===== src/rtl/esp_spi_pkg.sv =====
// Shared types and constants for the ESP32 SPI link: slave FSM encoding,
// receive-side payload struct and the command opcodes seen by the decoder.
package esp_spi_pkg;

  localparam int unsigned BYTE_W  = 8;
  localparam int unsigned CNT_W   = 3;
  localparam int unsigned STATE_W = 2;

  typedef logic [STATE_W-1:0] spi_state_t;

  localparam logic [STATE_W-1:0] ST_WAIT_IDLE = 2'd0;
  localparam logic [STATE_W-1:0] ST_IDLE      = 2'd1;
  localparam logic [STATE_W-1:0] ST_ACTIVE    = 2'd2;

  localparam logic [BYTE_W-1:0] CMD_BUS_ACQUIRE = 8'h20;
  localparam logic [BYTE_W-1:0] CMD_BUS_RELEASE = 8'h21;
  localparam logic [BYTE_W-1:0] CMD_MEM_WR      = 8'h22;
  localparam logic [BYTE_W-1:0] CMD_MEM_RD      = 8'h23;
  localparam logic [BYTE_W-1:0] CMD_SET_BANK    = 8'h24;

  // One received byte as handed to the command decoder.
  typedef struct packed {
    logic              valid;
    logic              first;
    logic [BYTE_W-1:0] data;
  } rx_beat_t;

endpackage


===== src/rtl/esp_spi_slave_sync_edge.sv =====
// Multi-flop synchronizer for one asynchronous SPI pin, with a registered
// level and single-cycle rise/fall strobes aligned to that level.
module esp_spi_slave_sync_edge #(
  parameter int unsigned SYNC_STAGES = 2
) (
  input  logic clk,
  input  logic reset,
  input  logic d,
  output logic level,
  output logic rise,
  output logic fall
);

  if (SYNC_STAGES < 2) begin : g_bad_stages
    $error("esp_spi_slave_sync_edge: SYNC_STAGES must be at least 2");
  end

  logic [SYNC_STAGES-1:0] sync_q;
  logic [SYNC_STAGES-1:0] sync_d;
  logic                   level_q;
  logic                   level_d;
  logic                   rise_q;
  logic                   rise_d;
  logic                   fall_q;
  logic                   fall_d;

  // level_q is the "previous" copy; strobes compare it to the last sync stage.
  always_comb begin
    sync_d  = {sync_q[SYNC_STAGES-2:0], d};
    level_d = sync_q[SYNC_STAGES-1];
    rise_d  = sync_q[SYNC_STAGES-1] & ~level_q;
    fall_d  = ~sync_q[SYNC_STAGES-1] & level_q;
  end

  always_ff @(posedge clk) begin
    if (reset) begin
      sync_q  <= '0;
      level_q <= 1'b0;
      rise_q  <= 1'b0;
      fall_q  <= 1'b0;
    end else begin
      sync_q  <= sync_d;
      level_q <= level_d;
      rise_q  <= rise_d;
      fall_q  <= fall_d;
    end
  end

  assign level = level_q;
  assign rise  = rise_q;
  assign fall  = fall_q;

endmodule


===== src/rtl/esp_spi_slave.sv =====
// Oversampled SPI mode-0 slave for the ESP32 link: assembles MOSI bytes with
// frame markers for the command decoder and shifts response bytes out on MISO.
module esp_spi_slave
  import esp_spi_pkg::*;
#(
  parameter int unsigned SYNC_STAGES = 2
) (
  input  logic              clk,
  input  logic              reset,
  input  logic              spi_ssel_n,
  input  logic              spi_sclk,
  input  logic              spi_mosi,
  output logic              spi_miso,
  output logic              spi_miso_oe,
  output logic [BYTE_W-1:0] rxdata,
  output logic              rxdata_valid,
  output logic              rxdata_first,
  output logic              msg_start,
  output logic              msg_end,
  input  logic [BYTE_W-1:0] txdata,
  output logic              txdata_ack
);

  logic ssel_n_lvl;
  logic ssel_n_rise;
  logic ssel_n_fall;
  logic sclk_lvl;
  logic sclk_rise;
  logic sclk_fall;
  logic mosi_lvl;
  logic mosi_rise;
  logic mosi_fall;

  esp_spi_slave_sync_edge #(.SYNC_STAGES(SYNC_STAGES)) u_sync_ssel (
    .clk   (clk),
    .reset (reset),
    .d     (spi_ssel_n),
    .level (ssel_n_lvl),
    .rise  (ssel_n_rise),
    .fall  (ssel_n_fall)
  );

  esp_spi_slave_sync_edge #(.SYNC_STAGES(SYNC_STAGES)) u_sync_sclk (
    .clk   (clk),
    .reset (reset),
    .d     (spi_sclk),
    .level (sclk_lvl),
    .rise  (sclk_rise),
    .fall  (sclk_fall)
  );

  // Same pipeline depth as sclk so the sampled bit lines up with sclk_rise.
  esp_spi_slave_sync_edge #(.SYNC_STAGES(SYNC_STAGES)) u_sync_mosi (
    .clk   (clk),
    .reset (reset),
    .d     (spi_mosi),
    .level (mosi_lvl),
    .rise  (mosi_rise),
    .fall  (mosi_fall)
  );

  logic unused_sync;
  assign unused_sync = ^{sclk_lvl, mosi_rise, mosi_fall};

  spi_state_t        state_q;
  spi_state_t        state_d;
  logic [CNT_W-1:0]  bitcnt_q;
  logic [CNT_W-1:0]  bitcnt_d;
  logic              first_flag_q;
  logic              first_flag_d;
  logic [BYTE_W-1:0] rx_shift_q;
  logic [BYTE_W-1:0] rx_shift_d;
  logic [BYTE_W-1:0] tx_shift_q;
  logic [BYTE_W-1:0] tx_shift_d;
  rx_beat_t          rx_out_q;
  rx_beat_t          rx_out_d;
  logic              msg_start_q;
  logic              msg_start_d;
  logic              msg_end_q;
  logic              msg_end_d;
  logic              txdata_ack_q;
  logic              txdata_ack_d;
  logic              spi_miso_q;
  logic              spi_miso_d;
  logic              spi_miso_oe_q;
  logic              spi_miso_oe_d;

  // Frame FSM plus RX/TX shifters; ssel deassertion outranks any sclk edge.
  always_comb begin
    state_d       = state_q;
    bitcnt_d      = bitcnt_q;
    first_flag_d  = first_flag_q;
    rx_shift_d    = rx_shift_q;
    tx_shift_d    = tx_shift_q;
    rx_out_d      = rx_out_q;
    rx_out_d.valid = 1'b0;
    rx_out_d.first = 1'b0;
    msg_start_d   = 1'b0;
    msg_end_d     = 1'b0;
    txdata_ack_d  = 1'b0;

    case (state_q)
      ST_WAIT_IDLE: begin
        if (ssel_n_lvl) begin
          state_d = ST_IDLE;
        end
      end

      ST_IDLE: begin
        if (ssel_n_fall) begin
          state_d      = ST_ACTIVE;
          msg_start_d  = 1'b1;
          txdata_ack_d = 1'b1;
          tx_shift_d   = txdata;
          bitcnt_d     = '0;
          first_flag_d = 1'b1;
        end
      end

      ST_ACTIVE: begin
        if (ssel_n_rise) begin
          state_d   = ST_IDLE;
          msg_end_d = 1'b1;
          bitcnt_d  = '0;
        end else if (sclk_rise) begin
          rx_shift_d = {rx_shift_q[BYTE_W-2:0], mosi_lvl};
          bitcnt_d   = bitcnt_q + CNT_W'(1);
          if (bitcnt_q == CNT_W'(BYTE_W - 1)) begin
            rx_out_d.data  = {rx_shift_q[BYTE_W-2:0], mosi_lvl};
            rx_out_d.valid = 1'b1;
            rx_out_d.first = first_flag_q;
            first_flag_d   = 1'b0;
          end
        end else if (sclk_fall) begin
          if (bitcnt_q != '0) begin
            tx_shift_d = {tx_shift_q[BYTE_W-2:0], 1'b0};
          end else begin
            tx_shift_d   = txdata;
            txdata_ack_d = 1'b1;
          end
        end
      end

      default: begin
        state_d = ST_WAIT_IDLE;
      end
    endcase

    spi_miso_oe_d = (state_d == ST_ACTIVE);
    spi_miso_d    = (state_d == ST_ACTIVE) & tx_shift_d[BYTE_W-1];
  end

  always_ff @(posedge clk) begin
    if (reset) begin
      state_q       <= ST_WAIT_IDLE;
      bitcnt_q      <= '0;
      first_flag_q  <= 1'b0;
      rx_shift_q    <= '0;
      tx_shift_q    <= '0;
      rx_out_q      <= '0;
      msg_start_q   <= 1'b0;
      msg_end_q     <= 1'b0;
      txdata_ack_q  <= 1'b0;
      spi_miso_q    <= 1'b0;
      spi_miso_oe_q <= 1'b0;
    end else begin
      state_q       <= state_d;
      bitcnt_q      <= bitcnt_d;
      first_flag_q  <= first_flag_d;
      rx_shift_q    <= rx_shift_d;
      tx_shift_q    <= tx_shift_d;
      rx_out_q      <= rx_out_d;
      msg_start_q   <= msg_start_d;
      msg_end_q     <= msg_end_d;
      txdata_ack_q  <= txdata_ack_d;
      spi_miso_q    <= spi_miso_d;
      spi_miso_oe_q <= spi_miso_oe_d;
    end
  end

  assign spi_miso     = spi_miso_q;
  assign spi_miso_oe  = spi_miso_oe_q;
  assign rxdata       = rx_out_q.data;
  assign rxdata_valid = rx_out_q.valid;
  assign rxdata_first = rx_out_q.first;
  assign msg_start    = msg_start_q;
  assign msg_end      = msg_end_q;
  assign txdata_ack   = txdata_ack_q;

endmodule


===== config.mk =====
export PLATFORM = sky130hd
export DESIGN_NAME = esp_spi_slave
export DESIGN_NICKNAME = d
export VERILOG_FILES = /design/src/rtl/esp_spi_pkg.sv /design/src/rtl/esp_spi_slave_sync_edge.sv /design/src/rtl/esp_spi_slave.sv
export SDC_FILE = /design/constraint.sdc
export NUM_CORES = 1
export LEC_CHECK = 0
export CAP_MARGIN = 5
export CORE_ASPECT_RATIO = 1.2
export CORE_MARGIN = 2
export CORE_UTILIZATION = 47
export CTS_CLUSTER_DIAMETER = 40
export DETAILED_ROUTE_END_ITERATION = 10
export GPL_ROUTABILITY_DRIVEN = 0
export GPL_TIMING_DRIVEN = 0
export PLACE_DENSITY = 0.82
export SKIP_CTS_REPAIR_TIMING = 1
export SLEW_MARGIN = 40
export SYNTH_ARGS = -nofsm -noshare
export SYNTH_HDL_FRONTEND = slang
export SYNTH_SLANG_ARGS = --single-unit

===== constraint.sdc =====
create_clock -name clk -period 1.6 [get_ports clk]
set_input_delay 0.48 -clock clk [delete_from_list [all_inputs] [get_ports clk]]
set_output_delay 0.48 -clock clk [all_outputs]
set_load 0.05 [all_outputs]

### Sizing map

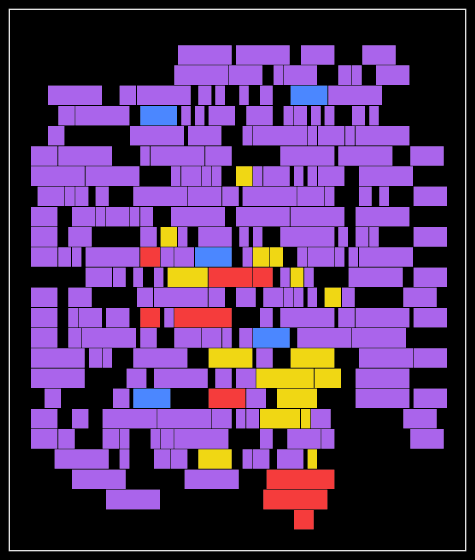
[red] x3 and x4 | cells: 9 | share: 4.0%
[yellow] x2 | cells: 16 | share: 7.1%
[blue] x6 and larger | cells: 5 | share: 2.2%
[purple] x1 and smaller | cells: 195 | share: 87%
Synth-to-Final Area Change: 28.0%
Final WS setup: -130 ps

### Routing congestion map

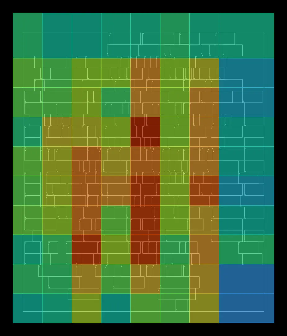
GR peak layer: met2
met1 Usage GRT: 0.200
GRT Total Usage: 0.164
GRT met3 Usage: 0.0426
met2 Track Usage GR: 0.261

### The metal 1 layer

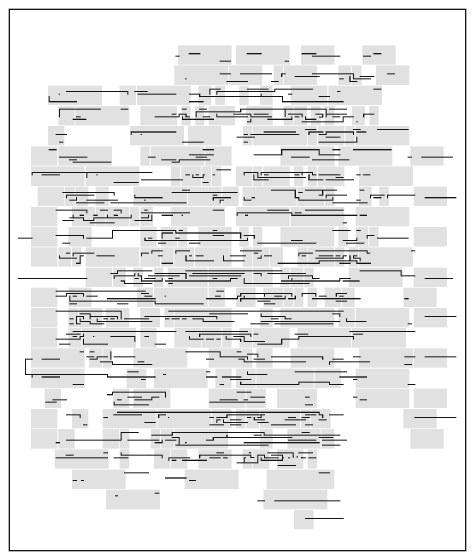
main direction: horizontal
share of all routed wire: 44%
wire length on this layer: 1470 um
nets with wire on the layer: 223
longest straight run: 27.1 um

==> GITHUB_STEP_SUMMARY <==
### Yosys + OpenROAD results

| Metric | Value |
|---|---|
| Final Setup Violations | 14 |
| Delay of the slowest cell on the worst path | 350 ps |
| Share of cells above drive strength 1 | 0.133 |
| Critical R2R Launch | state_q[1]$_SDFF_PP0_ |
| Area of the die | 4450 um2 |
| N_diodes | 0 |
| Seq cells | 49 |
| Crit path buffers/inverters | 2 |
| Hold Crit Start | u_sync_ssel.sync_q[1]$_SDFF_PP0_ |
| Worst hold path class | flip-flop to flip-flop |
| Top Layout Cells | dfxtp_1, nand2_1, nor2_1 |
| Max-slew violations | 0 |
| Setup Skew | between 5 and 6 ps |
| Post-Syn Area per Cell | 9.68 um2 |
| CTS sink count | a little under 50 |
| Failing checks | setup timing |
| Clock slew seen by the registers of the worst setup and hold paths | 80 ps |
| Cell taking the most area after synthesis | dfxtp_1 |
| Status | finished, violations left |
| Flop share of the area | 0.417 |
| Highest metal used | met4 |
| Reg area | 986 um2 |
| Chip width | 61.2 um |
| Drt pass-1 iters | 5 |
| Pre-CTS worst setup slack | -253 ps |
| Routed wl met2 | 1670 um |
| First-pass GRT wire length | 5390 um |
| Non-clock buffer share of cell area | 0.149 |
| Max-area cell share | 0.531 |
| Root buffer cell | clkbuf_8 |
| Final WS setup | -130 ps |
| Multi-input gates | 127 |
| Worst EP arrival | roughly 1900 ps |
| Xor-xnor portion of the synthesized cell area | 0 |
| P_seq | ~1.3 mW |
| Psw | a little over 0.4 mW |
### Cell density map

Bar = 20 um. The die is cut into 6 by 7 equal tiles; dark blue is low, red is high, 0 to 100% covered.
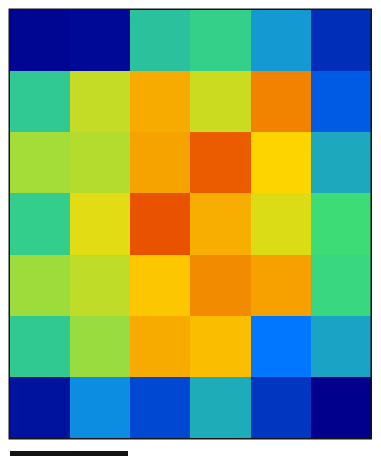
nearly empty tiles: 7.1%
mean over tiles: 52%
fullest tile: 91%
emptiest ninth of the die: south-east
densest ninth of the die: centre
tiles over 75% full: 29%
fp util: 0.500
Util after Layout: 0.640
core area: 3690 um2

### Metal 2

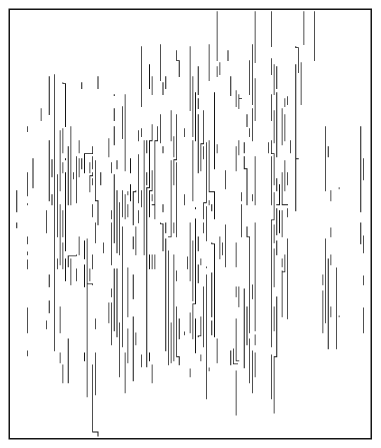
share of all routed wire: 50%
nets with wire on the layer: 206
longest straight run: 46.9 um
main direction: vertical
total number of vias: 1416
final wirelength: 3350 um

